io_placement.png
Pins as bars across the die edge, other pins in grey.
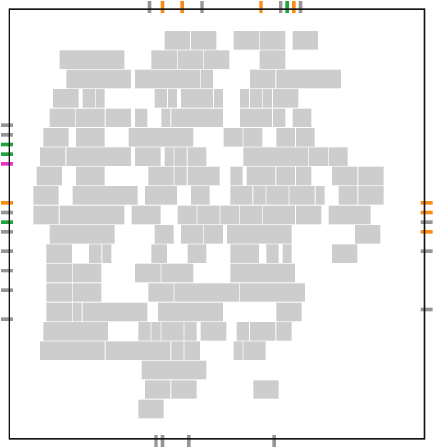
wires.png
Scale bar: 20 um.
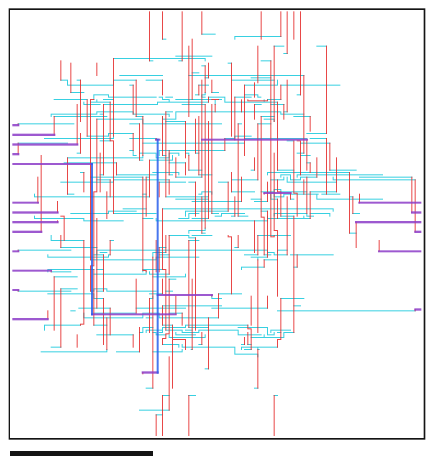
layer_met3.png
Scale bar: 20 um.
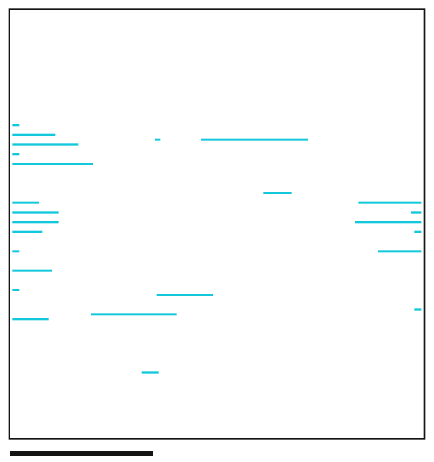
## config.mk

```make
export PLATFORM = sky130hd
export DESIGN_NAME = td4_core
export DESIGN_NICKNAME = d
export VERILOG_FILES = /design/src/rtl/td4_core.sv
export SDC_FILE = /design/constraint.sdc
export NUM_CORES = 1
export LEC_CHECK = 0
export CAP_MARGIN = 20
export CORE_AREA = 2 2 56 58
export CTS_BUF_LIST = sky130_fd_sc_hd__clkbuf_16
export DETAILED_ROUTE_END_ITERATION = 16
export DIE_AREA = 0 0 58 60
export PLACE_DENSITY = 0.74
export SYNTH_ARGS = -nofsm -noshare
export SYNTH_HDL_FRONTEND = slang
export SYNTH_SLANG_ARGS = --single-unit
export TNS_END_PERCENT = 10
```

## constraint.sdc

```tcl
create_clock -name clk -period 2.7 [get_ports clk]
set_clock_uncertainty 0.1 [all_clocks]
set_input_delay 0.27 -clock clk [delete_from_list [all_inputs] [get_ports clk]]
set_output_delay 0.27 -clock clk [all_outputs]
set_load 0.01 [all_outputs]
```

## src/rtl/td4_core.sv

```systemverilog
// ============================================================================
// Module   : td4_core
// Brief    : TD4-style 4-bit single-cycle CPU core (A/B registers, carry, PC).
// Revision : 1.0 - initial release
// ============================================================================
`default_nettype none

module td4_core (
  input  logic       clk,
  input  logic       rst,
  input  logic       en,
  output logic [3:0] rom_addr,
  input  logic [7:0] rom_data,
  input  logic [3:0] in_port,
  output logic [3:0] out_port,
  output logic [3:0] reg_a,
  output logic [3:0] reg_b,
  output logic       carry
);

  localparam logic [1:0] c_src_a    = 2'd0;
  localparam logic [1:0] c_src_b    = 2'd1;
  localparam logic [1:0] c_src_in   = 2'd2;
  localparam logic [1:0] c_src_zero = 2'd3;

  logic [3:0] r_pc;
  logic [3:0] r_a;
  logic [3:0] r_b;
  logic [3:0] r_out;
  logic       r_carry;

  logic [3:0] w_op;
  logic [3:0] w_im;
  logic [1:0] w_sel;
  logic [3:0] w_src;
  logic [4:0] w_sum;
  logic       w_wr_a;
  logic       w_wr_b;
  logic       w_wr_out;
  logic       w_jmp;
  logic       w_nop;

  assign w_op = rom_data[7:4];
  assign w_im = rom_data[3:0];

  always_comb begin
    w_sel    = c_src_zero;
    w_wr_a   = 1'b0;
    w_wr_b   = 1'b0;
    w_wr_out = 1'b0;
    w_jmp    = 1'b0;
    w_nop    = 1'b0;
    case (w_op)
      4'b0000: begin w_sel = c_src_a;    w_wr_a = 1'b1; end
      4'b0001: begin w_sel = c_src_b;    w_wr_a = 1'b1; end
      4'b0010: begin w_sel = c_src_in;   w_wr_a = 1'b1; end
      4'b0011: begin w_sel = c_src_zero; w_wr_a = 1'b1; end
      4'b0100: begin w_sel = c_src_a;    w_wr_b = 1'b1; end
      4'b0101: begin w_sel = c_src_b;    w_wr_b = 1'b1; end
      4'b0110: begin w_sel = c_src_in;   w_wr_b = 1'b1; end
      4'b0111: begin w_sel = c_src_zero; w_wr_b = 1'b1; end
      4'b1001: begin w_sel = c_src_b;    w_wr_out = 1'b1; end
      4'b1011: begin w_sel = c_src_zero; w_wr_out = 1'b1; end
      4'b1111: begin w_sel = c_src_zero; w_jmp = 1'b1; end
      // JNC tests the flag left by the previous instruction
      4'b1110: begin w_sel = c_src_zero; w_jmp = ~r_carry; end
      default: w_nop = 1'b1;
    endcase
  end

  always_comb begin
    w_src = 4'd0;
    case (w_sel)
      c_src_a:  w_src = r_a;
      c_src_b:  w_src = r_b;
      c_src_in: w_src = in_port;
      default:  w_src = 4'd0;
    endcase
  end

  assign w_sum = {1'b0, w_src} + {1'b0, w_im};

  always_ff @(posedge clk or posedge rst) begin
    if (rst) begin
      r_pc    <= 4'd0;
      r_a     <= 4'd0;
      r_b     <= 4'd0;
      r_out   <= 4'd0;
      r_carry <= 1'b0;
    end else if (en) begin
      r_carry <= w_nop ? 1'b0 : w_sum[4];
      r_pc    <= w_jmp ? w_sum[3:0] : r_pc + 4'd1;
      if (w_wr_a)   r_a   <= w_sum[3:0];
      if (w_wr_b)   r_b   <= w_sum[3:0];
      if (w_wr_out) r_out <= w_sum[3:0];
    end
  end

  assign rom_addr = r_pc;
  assign out_port = r_out;
  assign reg_a    = r_a;
  assign reg_b    = r_b;
  assign carry    = r_carry;

endmodule

`default_nettype wire

```

==> out/results.tsv <==
metric	value	unit
antenna_found_initial	0	
outcome	finished clean	
fin_total_pwr	1.20	mW
totalNegativeSetupSlack	0	ns
area_leaders	dfrtp_1 43%, mux2_2 9.1%, mux2i_1 7.1%	
post-route-util	51.3	%
synth_nets	110	
seqPwrFrac	34.5	%
top_cells_by_count	17 x dfrtp_1, 9 x nand2_1, 9 x o21ai_0, 8 x mux2_2, 7 x mux2i_1	
cts_resized	0	
switching_power	0.364	mW
path_clk_slew	0.05	ns
synth_cells	89	
fp.dieH	60	um
ys_seq_share	42.9	%
slew_violations	0	
drtIter0Drc	18	
stdcell_area	0.00149	mm2
cts_setup_buffers	0	
numPortBuffers	31	
pre_cts_slack	0.0228	ns
start_kind	input pin	
placedInstanceArea	0.00141	mm2
hold_path.class	input pin to asynchronous set/reset pin	
yosys_warnings	0	
slew_headroom	57.8	%
grt_pass1_vias	870	
syn2layout_area_growth	50.1	%
synth.most_common_cell	dfrtp_1	
via_per_inst	4.95	
grt_start_max_net_pins	18	
cp-end-kind	flop	
worstSetupPathType	input pin to flop	
switching_share	30.2	%
power.leakage	0.653	nW
timing.rr.start	reg_a[0]	
clock_latency	0.25	ns
diodes	0	
tool_warnings	26	
die_x	58	um
setup_viol	0	
ys_top_logic_family	multiplexers	
rsz0062_at_grt	false	
dp.cells	162	
ant_nets	0	
cts.sinks	17	
postSynthAreaPerCell	11.1	um2
synth-compound-area-share	14.8	%
period_used_share	90.0	%
crit_required	2.74	ns
crit_arrival	2.47	ns
pin_count	32	
gp_congestion	0.823	
cts_tree	built	
grt_pass1_wl	3980	um
cp_max_fo	3	
cts_buffers	3	
hold_violations	0	
hold_buffers	0	
ys_sh_simple	12.7	%
dp_hpwl	1810	um
post-route-drc-count	0	
vdd_drop_max	502	uV
synth-xor-area-share	2.65	%
core	0.00290	mm2
nets	155	
synth-edff-count	0	
yosys_area	992	um2
setup_slack	0.269	ns
mux_area_share	16.1	%
dr.pass1.iters	4	
cap_violations	0	
ys_sh_adder	8.32	%
grt_overflow	0	
clk_path_buf_depth	2	
top_area_share	42.9	%
drive_gt1_share	21.8	%
syn_area	992	um2
ys_cells	89	
synthFlopType	dfrtp_1	
min_period	2.43	ns
fmax	411	MHz
critPathLaunch	rom_data[5]	
largest_area_cell	dfrtp_1	
## Picture notes: io_placement.png
Key: `reg_a` = green [pins 4, direction output, edge 3 left, 1 top]; `clk` = magenta [pins 1, direction input, edge left]; `rom_data` = orange [pins 8, direction input, edge 4 top, 3 right, 1 left]
All pins by edge: 13 left, 9 top, 6 right, 4 bottom.

## Picture notes: wires.png
Key: metal 4 = blue [wire length 53.7 um]; metal 3 = purple [wire length 124 um]; metal 2 = red [wire length 1030 um]; metal 1 = cyan [wire length 1080 um]
total track usage: 15.6%
total routed wirelength: 2280 um
via count: 822
DR WL/cell: 13.8 um

## Picture notes: layer_met3.png
The wires run mostly horizontal. The layer carries 124 um of wire. The longest straight run is 14.7 um.
grt met3 use: 3.46%

[state kept, by name (all words and copies together), names as in the netlist]
signal and count:
reg_a 4, out_port 4, reg_b 4, rom_addr 4
carry 1
[layout by cell type, fill, tap and decap left out, drive strengths merged, types with 2 or more instances in the layout]
cell type       n
a21o            2
a21oi           7
a311o           2
buf            11
clkbuf          3
clkdlybuf4s50  31
dfrtp          17
ha              5
inv             2
mux2            8
mux2i           7
nand2           9
nand3           2
nor2            2
nor2b           2
nor3b           2
o21ai           9
xnor2           2
[power by group through the flow]
stage | sequential, mW | clock, mW | combinational, mW
floorplan | 0.449 | 0 | 0.188
global placement | 0.417 | 0 | 0.485
detailed placement | 0.420 | 0 | 0.494
CTS | 0.417 | 0.304 | 0.497
global route | 0.432 | 0.318 | 0.540
finish | 0.416 | 0.299 | 0.490
[cell type report]
class	instances	area, um2
Fill cell	271	1410
Multi-Input combinational cell	68	542
Sequential cell	17	425
Timing Repair Buffer	42	393
Clock buffer	3	75.1
Tap cell	33	41.3
Inverter	2	7.51
Clock inverter	1	5.00
[path summary, 6_finish.rpt]
check	endpoint	slack, ns	depth (start not counted)
worst max-delay path	carry	0.27	10
worst min-delay path	rom_addr[0]	0.30	2
worst max register to register	carry	0.60	8
worst min register to register	out_port[3]	0.39	2
max in group asynchronous	reg_b[3]	1.79	2
min in group clk	out_port[3]	0.39	2
[critical path, stage by stage]
cell	delay, ns
clkdlybuf4s50_1	0.51
buf_4	0.15
mux2i_1	0.16
o21ai_0	0.09
ha_1	0.23
fa_1	0.41
a21o_1	0.20
a21oi_1	0.14
a21oi_1	0.05
mux2_2	0.25
[per-layer routing]
layer  vias up  track usage, %  part of all wire (%)
met1       380            21.0                    47
met2        27            23.4                    45
met5         -               0                     0
li1        410               -                     -
met4         0            7.97                   2.3
met3         5            3.46                   5.4
